[src/rtl/counter_updown_mod.sv]
// ============================================================================
// Module   : counter_updown_mod
// Purpose  : Parametrised up/down counter with load, run-time limit, wrap or
//            saturate mode, registered terminal-count pulse and zero flag.
// Revision : 1.0  initial release
// ============================================================================
`default_nettype none

module counter_updown_mod #(
  parameter int               WIDTH     = 16,
  parameter logic [WIDTH-1:0] RESET_VAL = '0
) (
  input  logic             CLK,
  input  logic             RST_N,
  input  logic             EN,
  input  logic             ST,
  input  logic [WIDTH-1:0] X,
  input  logic             UP,
  input  logic             MODE,
  input  logic [WIDTH-1:0] LIMIT,
  output logic [WIDTH-1:0] OUT,
  output logic             TC,
  output logic             ZF
);

  localparam logic [WIDTH-1:0] ONE  = {{(WIDTH-1){1'b0}}, 1'b1};
  localparam logic [WIDTH-1:0] ZERO = '0;

  logic [WIDTH-1:0] cnt_next;
  logic             tc_next;

  always_comb begin
    cnt_next = OUT;
    tc_next  = 1'b0;
    if (ST) begin
      cnt_next = (X > LIMIT) ? LIMIT : X;
    end else if (EN) begin
      if (UP) begin
        if (OUT < LIMIT) begin
          cnt_next = OUT + ONE;
        end else begin
          cnt_next = MODE ? LIMIT : ZERO;
          tc_next  = 1'b1;
        end
      end else begin
        // A count left above a freshly lowered LIMIT snaps back into range.
        if (OUT > LIMIT) begin
          cnt_next = LIMIT;
        end else if (OUT != ZERO) begin
          cnt_next = OUT - ONE;
        end else begin
          cnt_next = MODE ? ZERO : LIMIT;
          tc_next  = 1'b1;
        end
      end
    end
  end

  always_ff @(posedge CLK or negedge RST_N) begin
    if (!RST_N) begin
      OUT <= RESET_VAL;
      TC  <= 1'b0;
    end else begin
      OUT <= cnt_next;
      TC  <= tc_next;
    end
  end

  assign ZF = (OUT == ZERO);

endmodule

`default_nettype wire
[config.mk]
export PLATFORM = sky130hd
export DESIGN_NAME = counter_updown_mod
export DESIGN_NICKNAME = d
export VERILOG_FILES = /design/src/rtl/counter_updown_mod.sv
export SDC_FILE = /design/constraint.sdc
export NUM_CORES = 1
export LEC_CHECK = 0
export ABC_AREA = 0
export CORE_MARGIN = 3
export CORE_UTILIZATION = 40
export DETAILED_ROUTE_END_ITERATION = 16
export PLACE_DENSITY = 0.65
export SLEW_MARGIN = 20
export SYNTH_ARGS = -nofsm -noshare
export SYNTH_HDL_FRONTEND = slang
export SYNTH_SLANG_ARGS = --single-unit
[constraint.sdc]
create_clock -name CLK -period 3 [get_ports CLK]
set_clock_uncertainty 0.15 [all_clocks]
set_input_delay 0.45 -clock CLK [delete_from_list [all_inputs] [get_ports CLK]]
set_output_delay 0.45 -clock CLK [all_outputs]
set_load 0.05 [all_outputs]
Fig. 1: run 1, supply network
Scale bar: 20 um. Pins as bars on the die edge.
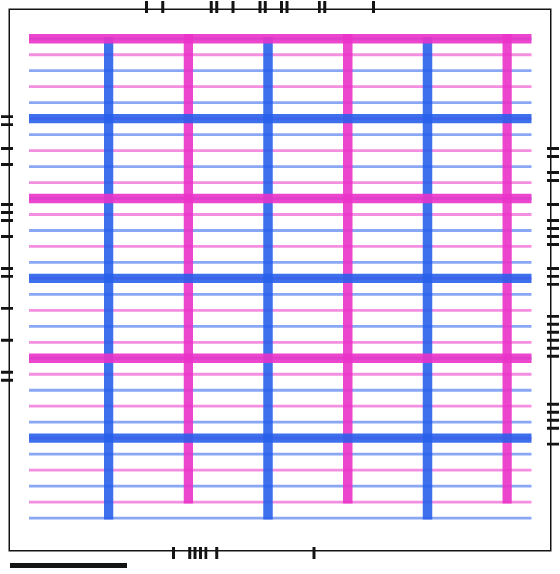
- blue: VSS
- magenta: VDD
- signal pins: 56
- rows: 30
worst vdd ir: 0.000265 V
Die H: 91.9 um

Fig. 2: run 1, placed cells, one color a class
Scale bar: 20 um.
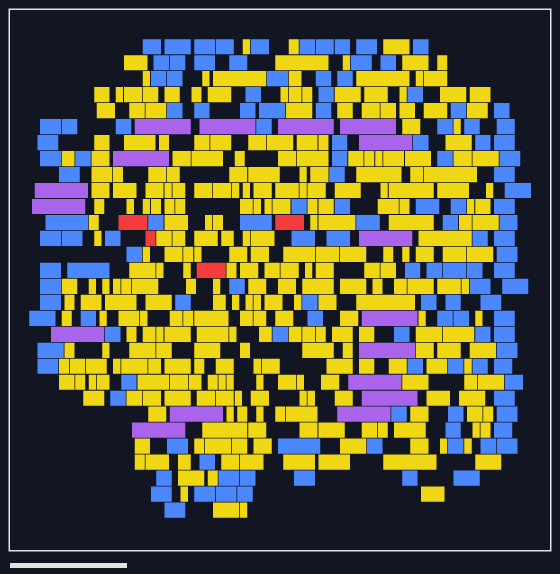
- yellow: combinational and other logic (cells 308; share of their area 61%)
- red: clock drivers and dummy loads (cells 4; share of their area 1.1%)
- blue: remaining buffers and delay cells (cells 134; share of their area 28%)
- purple: sequential cells (cells 17; share of their area 10%)
Finished Core Util: 0.631
# rows: 30
Core Region: 6980 sq um
Seq/total area: 0.0989
post-route cell area: 4400 sq um

Fig. 3: run 1, routed clock nets over the placement
Scale bar: 20 um.
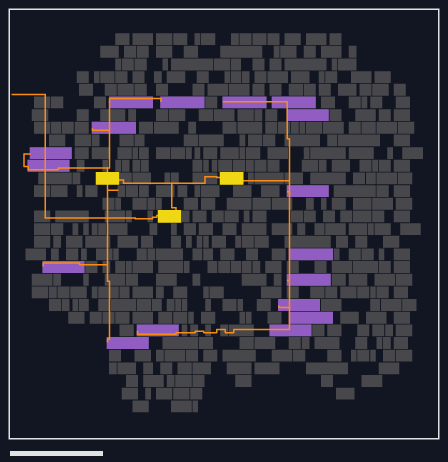
- yellow: clock drivers (count 3)
- purple: flip-flops (count 17)
- orange: clock wires (length 322 um)
- routed clock nets: 4
clock group share of total power: 0.108
clk_lat worst skew: 0.26 ns
clk pwr: 0.000188 W

Fig. 4: run 1, wiring by layer
Two of the layers only.
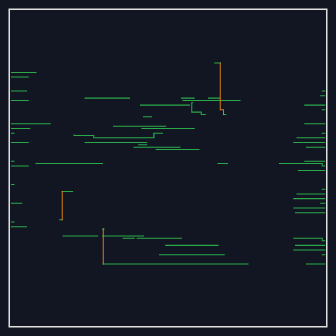
- green: metal 3 (wire length 499 um)
- orange: metal 4 (wire length 34.2 um)
Via Count: 3,130
Tot GR Track Use: 0.235

==> job_summary.md, run 1 <==
## Synthesis and layout report

| Metric | Value |
|---|---|
| Met2 routed WL | 5.01 mm |
| Global route overflow | 0 |
| Drt total wl | 10.1 mm |
| Non-CTS inverters | 22 |
| EDFF count, synth | 0 |
| First-iteration detailed-routing DRC count | 152 |
| Most flops, register | OUT |
| Non-clk bufs | 134 |
| Via density | 5.60 |
| Comb power | 0.00124 W |
| Chip Area | 8450 sq um |
| Seq cells | 17 |
| Kind of cell adding the most delay to the critical path | AND-OR/OR-AND gates |
| Comb_multi_in | 286 |
| Biggest regs | OUT: 16 flops, TC: 1 flops |
| Number of global-route vias before repair | 3,170 |
| Resize count post-CTS | 49 |
| CTS HTree Levels | 1 |
| R2r setup slk | 0.12 ns |
| Most common logic cells in the final layout | buf_4, clkdlybuf4s50_1, ha_1 |
| Max-Cap Viols | 0 |
| Power, Total | 0.00174 W |
| Floorplan core density | 0.423 |
| Buffering overhead | 0.275 |
| Ys Warns | 0 |
| Cell total in the yosys stat output | 355 |
| Top cells by count | ha_1, a21oi_1, nand2_1 |
| Combinational share of cell area | 0.570 |
| Max layer used | met4 |
| Stage-log warning count | 28 |
| Syn Inst Count | 355 |
| Slowest library cell on the worst path | nor4_4 |
| # IOs | 56 |
| Crit path buf inv count | 4 |
| Met2 usage | 0.399 |
| Synth Seq Share | 0.144 |
| Area grow syn2layout | 49.1% |
| Critical path endpoint | OUT[7]$_DFFE_PN0P_ |
| NumNets Final | 537 |
| Clock network area share | 0.0105 |
| Largest stage delay, worst path | 0.34 ns |
| Status | complete, no violations |
| Met3 usage | 0.0369 |
| Mapped cell area | 2950 sq um |
| CTS sink cnt | 17 |
| Combinational Power Share | 0.716 |
| Largest net degree at the start of global routing | 38 |
| Number of fillers in the final layout | 637 |
| Most frequent logic cell in the layout | buf_4 |
| # DRC | 0 |
| XOR Share, Synth | 0.0771 |
| FF-to-FF Start | OUT[7]$_DFFE_PN0P_ |
| Max reg flops | 16 |
| Chip width | 91.9 um |
| # hold bufs at CTS | 0 |
| Dpl hpwl | 7.73 mm |
| Kind of critical path | input port to flop |
| Flops after synth | 17 |
| FF-to-FF End | OUT[7]$_DFFE_PN0P_ |
| Mux area share | 0.0703 |
| WL met3 | 498 um |
| Top Consumer | combinational cells |
| CTS buffer count | 3 |
| Wire per inst | 18.1 um |
| Power per cell area | 394 nW/um^2 |
| CTS tree | done |
| Critical Path Start Type | input port |
| Setup TNS | 0 ns |
| TritonRoute pass-1 iters | 4 |
| Worst-path clk slew | 0.08 ns |
| CP Cell Sequence | dlygate4sd2_1, inv_1, ha_1, nand2_1, buf_4, nor4_4, a21bo_4, a31oi_4, buf_6, nor2_1, a221o_2, a221o_1 |
| Synth area leaders | ha_1, dfrtp_1, mux2_2 |
| Pint | 0.000924 W |
| Post-CTS setup buffers | 4 |
| Distinct lib cells | 58 |
| Placed insts | 550 |
| Max-area cell class | logic gates |
| Final min period | 2.95 ns |
Fig. 5: run 1, placement view
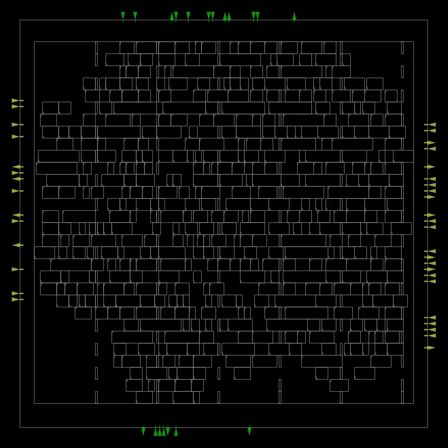

--- run 2 (diff from run 1) ---
--- a/config.mk
+++ b/config.mk
@@ -9,7 +9,7 @@
 export CORE_MARGIN = 3
 export CORE_UTILIZATION = 40
 export DETAILED_ROUTE_END_ITERATION = 16
-export PLACE_DENSITY = 0.65
+export PLACE_DENSITY = 0.63
 export SLEW_MARGIN = 20
 export SYNTH_ARGS = -nofsm -noshare
 export SYNTH_HDL_FRONTEND = slang
==> constraint.sdc (replaced) <==
create_clock -name CLK -period 3.5 [get_ports CLK]
set_clock_uncertainty 0.15 [all_clocks]
set_input_delay 0.525 -clock CLK [delete_from_list [all_inputs] [get_ports CLK]]
set_output_delay 0.525 -clock CLK [all_outputs]
set_load 0.05 [all_outputs]
Fig. 6: run 2, placement view
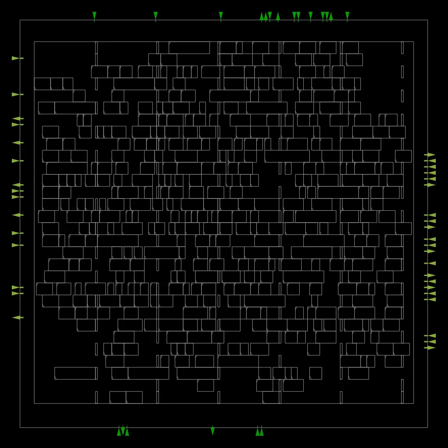
Post-Layout Cell Count: 524
number of fillers in the final layout: 702
Tap Count: 96
Seq/total area: 0.111

==> job_summary.md, run 2 <==
## Synthesis and layout report

| Metric | Value |
|---|---|
| Status | complete, no violations |
| Clk_lat worst skew | 0.27 ns |
| Post-CTS setup buffers | 0 |
| Setup TNS | 0 ns |
| # hold bufs at CTS | 0 |
| Distinct lib cells | 58 |
| Clock network area share | 0.0121 |
| Met3 usage | 0.0312 |
| Kind of cell adding the most delay to the critical path | simple AND/OR/NAND/NOR gates |
| Mapped cell area | 2950 sq um |
| Crit path buf inv count | 5 |
| Logic cell area | 2280 sq um |
| Power per cell area | 351 nW/um^2 |
| Critical Path Start Type | input port |
| Die H | 91.9 um |
| Slowest library cell on the worst path | clkdlybuf4s50_1 |
| Worst-path clk slew | 0.09 ns |
| Biggest regs | OUT: 16 flops, TC: 1 flops |
| Dpl hpwl | 7.45 mm |
| Comb power | 0.000877 W |
| Non-clk bufs | 99 |
| CTS buffer count | 3 |
| Via Count | 3,005 |
| Via density | 5.73 |
| Final min period | 3.32 ns |
| First-iteration detailed-routing DRC count | 155 |
| Critical path endpoint | OUT[1]$_DFFE_PN0P_ |
| Power, Total | 0.00135 W |
| CTS HTree Levels | 1 |
| FF-to-FF Start | OUT[13]$_DFFE_PN0P_ |
| Area grow syn2layout | 29.8% |
| Ys Warns | 0 |
| # IOs | 56 |
| Cell total in the yosys stat output | 355 |
| Max-Cap Viols | 0 |
| Top Consumer | combinational cells |
| Largest net degree at the start of global routing | 38 |
| Seq cells | 17 |
| NumNets Final | 502 |
| Comb_multi_in | 286 |
| WL met3 | 594 um |
| Syn Inst Count | 355 |
| Pint | 0.000697 W |
| Buffering overhead | 0.230 |
| CTS sink cnt | 17 |
| Kind of critical path | input port to flop |
| Worst vdd ir | 0.000173 V |
| # DRC | 0 |
| CTS tree | done |
| Mux area share | 0.0703 |
| Combinational Power Share | 0.651 |
| Placed insts | 520 |
| Non-CTS inverters | 22 |
| Most flops, register | OUT |
| Combinational share of cell area | 0.594 |
| Max reg flops | 16 |
| Tot GR Track Use | 0.223 |
| Wire per inst | 18.1 um |
| Max-area cell class | logic gates |
| Chip Area | 8450 sq um |
| # rows | 30 |
| Global route overflow | 0 |
| FF-to-FF End | OUT[1]$_DFFE_PN0P_ |
| CP Cell Sequence | clkdlybuf4s50_1, inv_1, ha_1, nand2_1, buf_4, nor4_2, and4_1, a31oi_1, or2_1, buf_4, buf_4, a221oi_1, a21boi_0 |
| TritonRoute pass-1 iters | 4 |
| Synth area leaders | ha_1, dfrtp_1, mux2_2 |
| Clk pwr | 0.000170 W |
| Most frequent logic cell in the layout | clkdlybuf4s50_1 |
| Met2 usage | 0.344 |
| Top cells by count | ha_1, a21oi_1, nand2_1 |
| Floorplan core density | 0.423 |
| XOR Share, Synth | 0.0771 |
| Resize count post-CTS | 0 |
Fig. 7: run 2, placed cells, one color a class
Scale bar: 20 um.
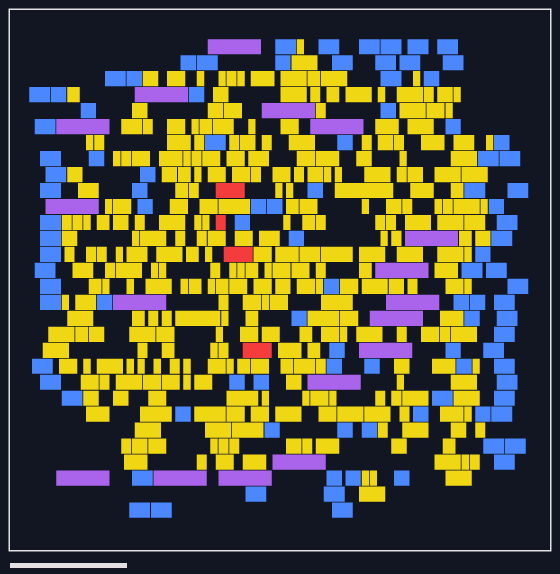
- purple: sequential cells (cells 17; share of their area 11%)
- yellow: combinational and other logic (cells 308; share of their area 64%)
- blue: remaining buffers and delay cells (cells 99; share of their area 24%)
- red: clock drivers and dummy loads (cells 4; share of their area 1.2%)
Finished Core Util: 0.549
post-route cell area: 3830 sq um

Fig. 8: run 2, routed clock nets over the placement
Scale bar: 20 um.
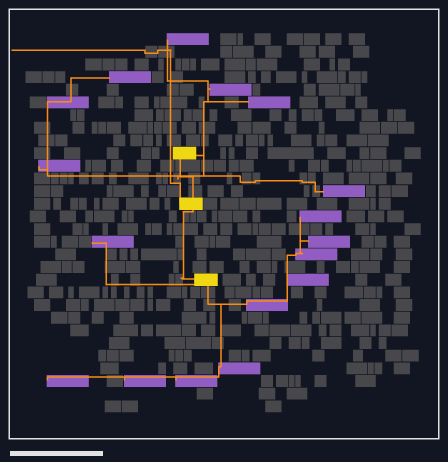

--- run 3 (diff from run 2) ---
--- a/config.mk
+++ b/config.mk
@@ -7,9 +7,9 @@
 export LEC_CHECK = 0
 export ABC_AREA = 0
 export CORE_MARGIN = 3
-export CORE_UTILIZATION = 40
+export CORE_UTILIZATION = 56
 export DETAILED_ROUTE_END_ITERATION = 16
-export PLACE_DENSITY = 0.63
+export PLACE_DENSITY = 0.84
 export SLEW_MARGIN = 20
 export SYNTH_ARGS = -nofsm -noshare
 export SYNTH_HDL_FRONTEND = slang
Fig. 9: run 3, routed clock nets over the placement
Scale bar: 20 um.
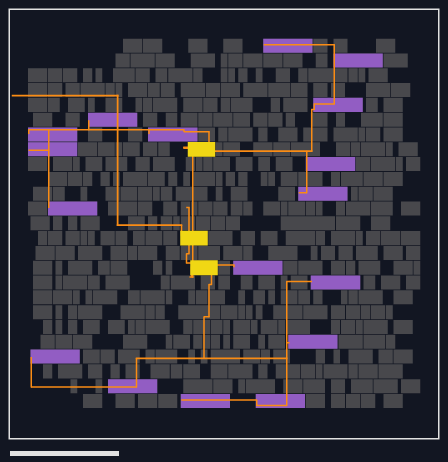
- yellow: clock drivers (count 3)
- purple: flip-flops (count 17)
- orange: clock wires (length 356 um)
- routed clock nets: 4
- flops lie: spread over the die
clock group share of total power: 0.125
clk_lat worst skew: 0.27 ns
clk pwr: 0.000168 W

Fig. 10: run 3, wiring by layer
Two of the layers only.
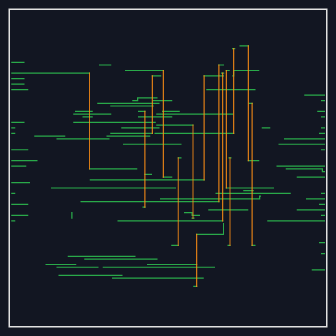
Via Count: 3,091
wire per inst: 19.3 um
drt total wl: 9.53 mm
Tot GR Track Use: 0.318

==> job_summary.md, run 3 <==
## Synthesis and layout report

| Metric | Value |
|---|---|
| XOR Share, Synth | 0.0771 |
| Stage-log warning count | 28 |
| Logic cell area | 2290 sq um |
| Number of global-route vias before repair | 3,140 |
| Floorplan core density | 0.602 |
| # IOs | 56 |
| Power per cell area | 353 nW/um^2 |
| Mux area share | 0.0703 |
| Core Region | 4910 sq um |
| Flops after synth | 17 |
| Non-CTS inverters | 22 |
| Most common logic cells in the final layout | clkdlybuf4s50_1, buf_4, ha_1 |
| Seq/total area | 0.112 |
| Post-route cell area | 3800 sq um |
| Setup TNS | 0 ns |
| Placed insts | 489 |
| Combinational Power Share | 0.652 |
| Seq cells | 17 |
| Comb power | 0.000876 W |
| Top cells by count | ha_1, a21oi_1, nand2_1 |
| Comb_multi_in | 286 |
| Largest stage delay, worst path | 0.49 ns |
| Max layer used | met4 |
| Max-Cap Viols | 0 |
| Final min period | 3.33 ns |
| # DRC | 0 |
| Top Consumer | combinational cells |
| Area grow syn2layout | 28.7% |
| Buffering overhead | 0.231 |
| TritonRoute pass-1 iters | 5 |
| Chip width | 78.6 um |
| Met3 usage | 0.0539 |
| Syn Inst Count | 355 |
| Most frequent logic cell in the layout | clkdlybuf4s50_1 |
| CTS sink cnt | 17 |
| Worst vdd ir | 0.000279 V |
| Largest net degree at the start of global routing | 38 |
| Most flops, register | OUT |
| Status | complete, no violations |
| Die H | 78.6 um |
| Resize count post-CTS | 1 |
| CTS buffer count | 3 |
| Max reg flops | 16 |
Power and IR drop assume default switching activity.
